Fig. 1: gate families picked out
Bar = 20 um.
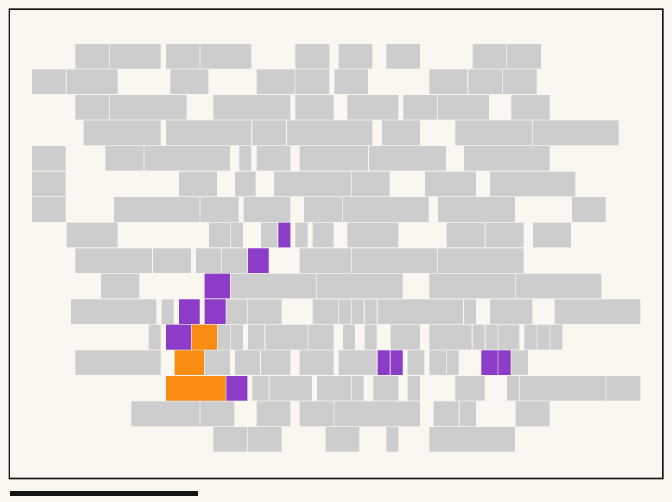
Fig. 2: cell density map
7 x 5 tiles, from dark blue (low) to red (high), 0 to 100% covered.
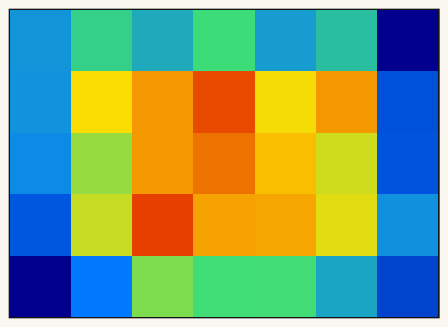
$ cat src/rtl/usr_pkg.sv
// rtl/usr_pkg.sv - shared mode encodings, state type and helpers for usr_param
//
// Purpose : 3-bit operation codes for the universal shift register, the
//           burst FSM state type, and a classifier for burst-capable modes.
// Ports   : none (package).

package usr_pkg;

  localparam logic [2:0] MODE_HOLD = 3'b000;
  localparam logic [2:0] MODE_SHL  = 3'b001;
  localparam logic [2:0] MODE_SHR  = 3'b010;
  localparam logic [2:0] MODE_LOAD = 3'b011;
  localparam logic [2:0] MODE_ROL  = 3'b100;
  localparam logic [2:0] MODE_ROR  = 3'b101;
  localparam logic [2:0] MODE_ASR  = 3'b110;
  localparam logic [2:0] MODE_RSVD = 3'b111;

  typedef enum logic {
    ST_IDLE = 1'b0,
    ST_RUN  = 1'b1
  } usr_state_t;

  // Modes that move bits and may therefore be repeated by a burst.
  function automatic logic is_shift_mode(input logic [2:0] m);
    return (m == MODE_SHL) || (m == MODE_SHR) || (m == MODE_ROL) ||
           (m == MODE_ROR) || (m == MODE_ASR);
  endfunction

endpackage

$ cat src/rtl/usr_bit_sel.sv
// rtl/usr_bit_sel.sv - per-bit next-value selector of the universal shift register
//
// Purpose : picks the next value of one register bit from its own value,
//           its neighbours or the parallel load bit.
// Ports   : self_bit  - current value of this bit
//           left_bit  - next-higher bit (out[i+1]); boundary value for the MSB
//           right_bit - next-lower bit (out[i-1]); boundary value for bit 0
//           load_bit  - parallel load data for this bit
//           mode      - effective operation (hold when not stepping)
//           next_bit  - value this bit takes at the next edge

module usr_bit_sel
  import usr_pkg::*;
(
  input  logic       self_bit,
  input  logic       left_bit,
  input  logic       right_bit,
  input  logic       load_bit,
  input  logic [2:0] mode,
  output logic       next_bit
);

  // Left shifts/rotates pull from below, right shifts/rotates pull from above;
  // the parent resolves what "below bit 0" and "above the MSB" mean per mode.
  always_comb begin
    next_bit = self_bit;
    case (mode)
      MODE_SHL, MODE_ROL:           next_bit = right_bit;
      MODE_SHR, MODE_ROR, MODE_ASR: next_bit = left_bit;
      MODE_LOAD:                    next_bit = load_bit;
      default:                      next_bit = self_bit;
    endcase
  end

endmodule

$ cat src/rtl/usr_param.sv
// rtl/usr_param.sv - parametrised universal shift register with burst-shift engine
//
// Purpose : WIDTH-bit shift/rotate/load register with clock enable and an
//           autonomous engine that applies one shift mode burst_len times.
// Ports   : clk, reset (async, active low)
//           en          - single-step enable in IDLE
//           mode        - operation select (usr_pkg MODE_*)
//           q           - parallel load data
//           sin_lsb     - serial input into bit 0 on shift left
//           sin_msb     - serial input into the MSB on logical shift right
//           burst_start - request a burst of burst_len shifts
//           burst_len   - burst shift count
//           out         - register contents
//           sout_msb    - out[WIDTH-1]
//           sout_lsb    - out[0]
//           busy        - burst in progress (registered)
//           done        - one-cycle pulse after the last burst shift (registered)

module usr_param
  import usr_pkg::*;
#(
  parameter int WIDTH = 8,
  parameter int CW    = $clog2(WIDTH + 1)
) (
  input  logic             clk,
  input  logic             reset,
  input  logic             en,
  input  logic [2:0]       mode,
  input  logic [WIDTH-1:0] q,
  input  logic             sin_lsb,
  input  logic             sin_msb,
  input  logic             burst_start,
  input  logic [CW-1:0]    burst_len,
  output logic [WIDTH-1:0] out,
  output logic             sout_msb,
  output logic             sout_lsb,
  output logic             busy,
  output logic             done
);

  usr_state_t       state;
  logic [2:0]       run_mode;
  logic [CW-1:0]    cnt;
  logic             accept;
  logic [2:0]       eff_mode;
  logic             bit0_right;
  logic             msb_left;
  logic [WIDTH-1:0] right_vec;
  logic [WIDTH-1:0] left_vec;
  logic [WIDTH-1:0] nxt;

  assign accept = (state == ST_IDLE) && burst_start &&
                  (burst_len != '0) && is_shift_mode(mode);

  // An accepted burst_start wins over single-step, so out holds on that edge.
  always_comb begin
    eff_mode = MODE_HOLD;
    if (state == ST_RUN) begin
      eff_mode = run_mode;
    end else if (!accept && en) begin
      eff_mode = mode;
    end
  end

  // Boundary neighbours: what enters bit 0 and the MSB depends on the mode.
  always_comb begin
    bit0_right = sin_lsb;
    if (eff_mode == MODE_ROL) begin
      bit0_right = out[WIDTH-1];
    end
    msb_left = sin_msb;
    if (eff_mode == MODE_ROR) begin
      msb_left = out[0];
    end else if (eff_mode == MODE_ASR) begin
      msb_left = out[WIDTH-1];
    end
  end

  assign right_vec = {out[WIDTH-2:0], bit0_right};
  assign left_vec  = {msb_left, out[WIDTH-1:1]};

  for (genvar i = 0; i < WIDTH; i++) begin : g_bit
    usr_bit_sel u_sel (
      .self_bit  (out[i]),
      .left_bit  (left_vec[i]),
      .right_bit (right_vec[i]),
      .load_bit  (q[i]),
      .mode      (eff_mode),
      .next_bit  (nxt[i])
    );
  end

  always_ff @(posedge clk or negedge reset) begin
    if (!reset) begin
      state    <= ST_IDLE;
      run_mode <= MODE_HOLD;
      cnt      <= '0;
      out      <= '0;
      busy     <= 1'b0;
      done     <= 1'b0;
    end else begin
      out  <= nxt;
      done <= 1'b0;
      case (state)
        ST_IDLE: begin
          if (accept) begin
            run_mode <= mode;
            cnt      <= burst_len;
            busy     <= 1'b1;
            state    <= ST_RUN;
          end
        end
        ST_RUN: begin
          cnt <= cnt - CW'(1);
          // cnt never reaches 0 here: bursts are only accepted with len != 0.
          if (cnt == CW'(1)) begin
            busy  <= 1'b0;
            done  <= 1'b1;
            state <= ST_IDLE;
          end
        end
        default: state <= ST_IDLE;
      endcase
    end
  end

  assign sout_msb = out[WIDTH-1];
  assign sout_lsb = out[0];

endmodule

$ cat config.mk
export PLATFORM = sky130hd
export DESIGN_NAME = usr_param
export DESIGN_NICKNAME = d
export VERILOG_FILES = /design/src/rtl/usr_pkg.sv /design/src/rtl/usr_bit_sel.sv /design/src/rtl/usr_param.sv
export SDC_FILE = /design/constraint.sdc
export NUM_CORES = 1
export LEC_CHECK = 0
export CAP_MARGIN = 20
export CORE_ASPECT_RATIO = 0.7
export CORE_MARGIN = 2
export CORE_UTILIZATION = 45
export CTS_BUF_LIST = sky130_fd_sc_hd__clkbuf_16
export DETAILED_ROUTE_END_ITERATION = 6
export GPL_TIMING_DRIVEN = 1
export PLACE_DENSITY = 0.75
export SETUP_SLACK_MARGIN = 0.3
export SYNTH_ARGS = -nofsm -noshare
export SYNTH_HDL_FRONTEND = slang
export SYNTH_HIERARCHICAL = 1
export SYNTH_SLANG_ARGS = --single-unit
$ cat constraint.sdc
create_clock -name clk -period 3.7 [get_ports clk]
set_input_delay 0.925 -clock clk [delete_from_list [all_inputs] [get_ports clk]]
set_output_delay 0.925 -clock clk [all_outputs]
set_load 0.005 [all_outputs]
==> results_slide.txt <==
Implementation Results

Floorplanning
  – Die y size: 49.8 um
  – Row count: 16
  – Top Ports: 33
  – Core ar.: 0.00282 mm^2

Synth
  – Mapped Nets: 140
  – Leading area contributor after synthesis: dfrtp_1
  – Seq share, synth: 33.4%
  – Top area cells in the synthesized netlist: dfrtp_1 (33%), mux2_1 (13%), mux4_2 (13%)
  – Synth Cell Area: 0.00135 mm^2
  – Synth Area per Inst: 11.5 um^2

Layout
  – Largest class: combinational gates
  – Combinational gate area: 866 um^2

Drt
  – DRC viols: 0

Run
  – Count of tool warnings: 28

Global routing
  – First-pass GRT wire length: 4860 um
  – Largest net degree at the start of global routing: 26
  – GR Overflow Total: 0

Final timing
  – Crit share post-route: 90.4%
  – Worst slew pin tran: 0.844 ns
  – Min Hold Slack: 0.478 ns
  – RSZ-0062 raised after global routing: no

Worst hold path
  – Hold path start: run_mode[0]$_DFFE_PN0P_
  – Cell count of the worst hold path: 2

Clock network
  – Clock transition at the registers of the reported paths: 0.05 ns
  – CTS Hold Bufs: 0
  – CTS buffer count: 3
  – CTS sink count: 18

Setup path
  – FF-to-FF End: out[7]$_DFF_PN0_
  – WS Path Type: in -> reg
  – Worst R2R Setup Slack: 1.15 ns
  – Worst r2r src: state$_DFF_PN0_
  – Crit end category: flop

Run status
  – Status: finished clean

Place
  – GP Congestion: 0.788
-- Fig. 1 (at the start) --
- orange: AND-OR and OR-AND gates (cells 3)
- purple: NOR gates (cells 11; most used nor2_1)
combinational share of cell area: 47.5%
most frequent logic cell in the layout: clkdlybuf4s50_1
Layout Cells excl Fill: 189

-- Fig. 2 (at the start) --
- densest ninth of the die: center
- fullest tile: 93%
- nearly empty tiles: 5.7%
- mean over tiles: 51%
- tiles over 75% full: 26%

==> cell families after synthesis <==
family,Yosys count,share of synthesized area (%)
xor gates and xnor gates,1,0.649
buffers and inverters,9,3.62
AOI/OAI and AO/OA,16,8.91
adders and majority gates,2,1.85
DFF,18,33.4
muxes,33,36.7
and+or+nand+nor,38,14.8
==> where the power goes <==
| group | internal (mW) | leakage [nW] | switching [mW] |
|---|---|---|---|
| combinational | 0.583 | 0.524 | 0.345 |
| clock | 0.144 | 0.0385 | 0.0725 |
| sequential | 0.299 | 0.211 | 0.133 |
==> placed cells by master (no fill, tap or decap), types with 2 or more instances in the layout <==
cell | Yosys | routed
nand2_1 | 17 | 17
clkdlybuf4s50_1 | 0 | 31
clkbuf_16 | 0 | 3
dfrtp_1 | 18 | 18
inv_1 | 5 | 5
nor2_1 | 4 | 4
nor3b_1 | 2 | 2
mux2_4 | 9 | 9
mux4_2 | 8 | 8
ha_1 | 2 | 2
a21oi_1 | 4 | 4
o211ai_1 | 2 | 2
buf_4 | 2 | 3
nor2b_1 | 3 | 3
mux2_1 | 16 | 16
==> state kept, by name, indices dropped and copies added (netlist names) <==
register,cells
out,8
cnt,4
run_mode,3
busy,1
done,1
state,1
==> metal layers <==
metal	part of all wire, %	track usage, %	vias to the layer above
met5	0	0	-
met2	47	27.6	13
met3	1.9	3.07	2
met4	0.43	2.94	0
met1	50	25.3	501
li1	-	-	512
==> what timing repair did <==
action / CTS / global route
setup buffers: 0 / 1
endpoints found under the setup margin: 0 / 1
gates resized: 0 / 3
==> critical path, stage by stage <==
cell and delay, ns:
clkdlybuf4s50_1 0.42, or4_4 0.57, a211o_4 0.40, nand2b_4 0.08, nor2_1 0.05, mux2_4 0.30, mux2_1 0.28, mux4_2 0.44
Power figures rest on the tool's default switching activity, not on a simulated workload.
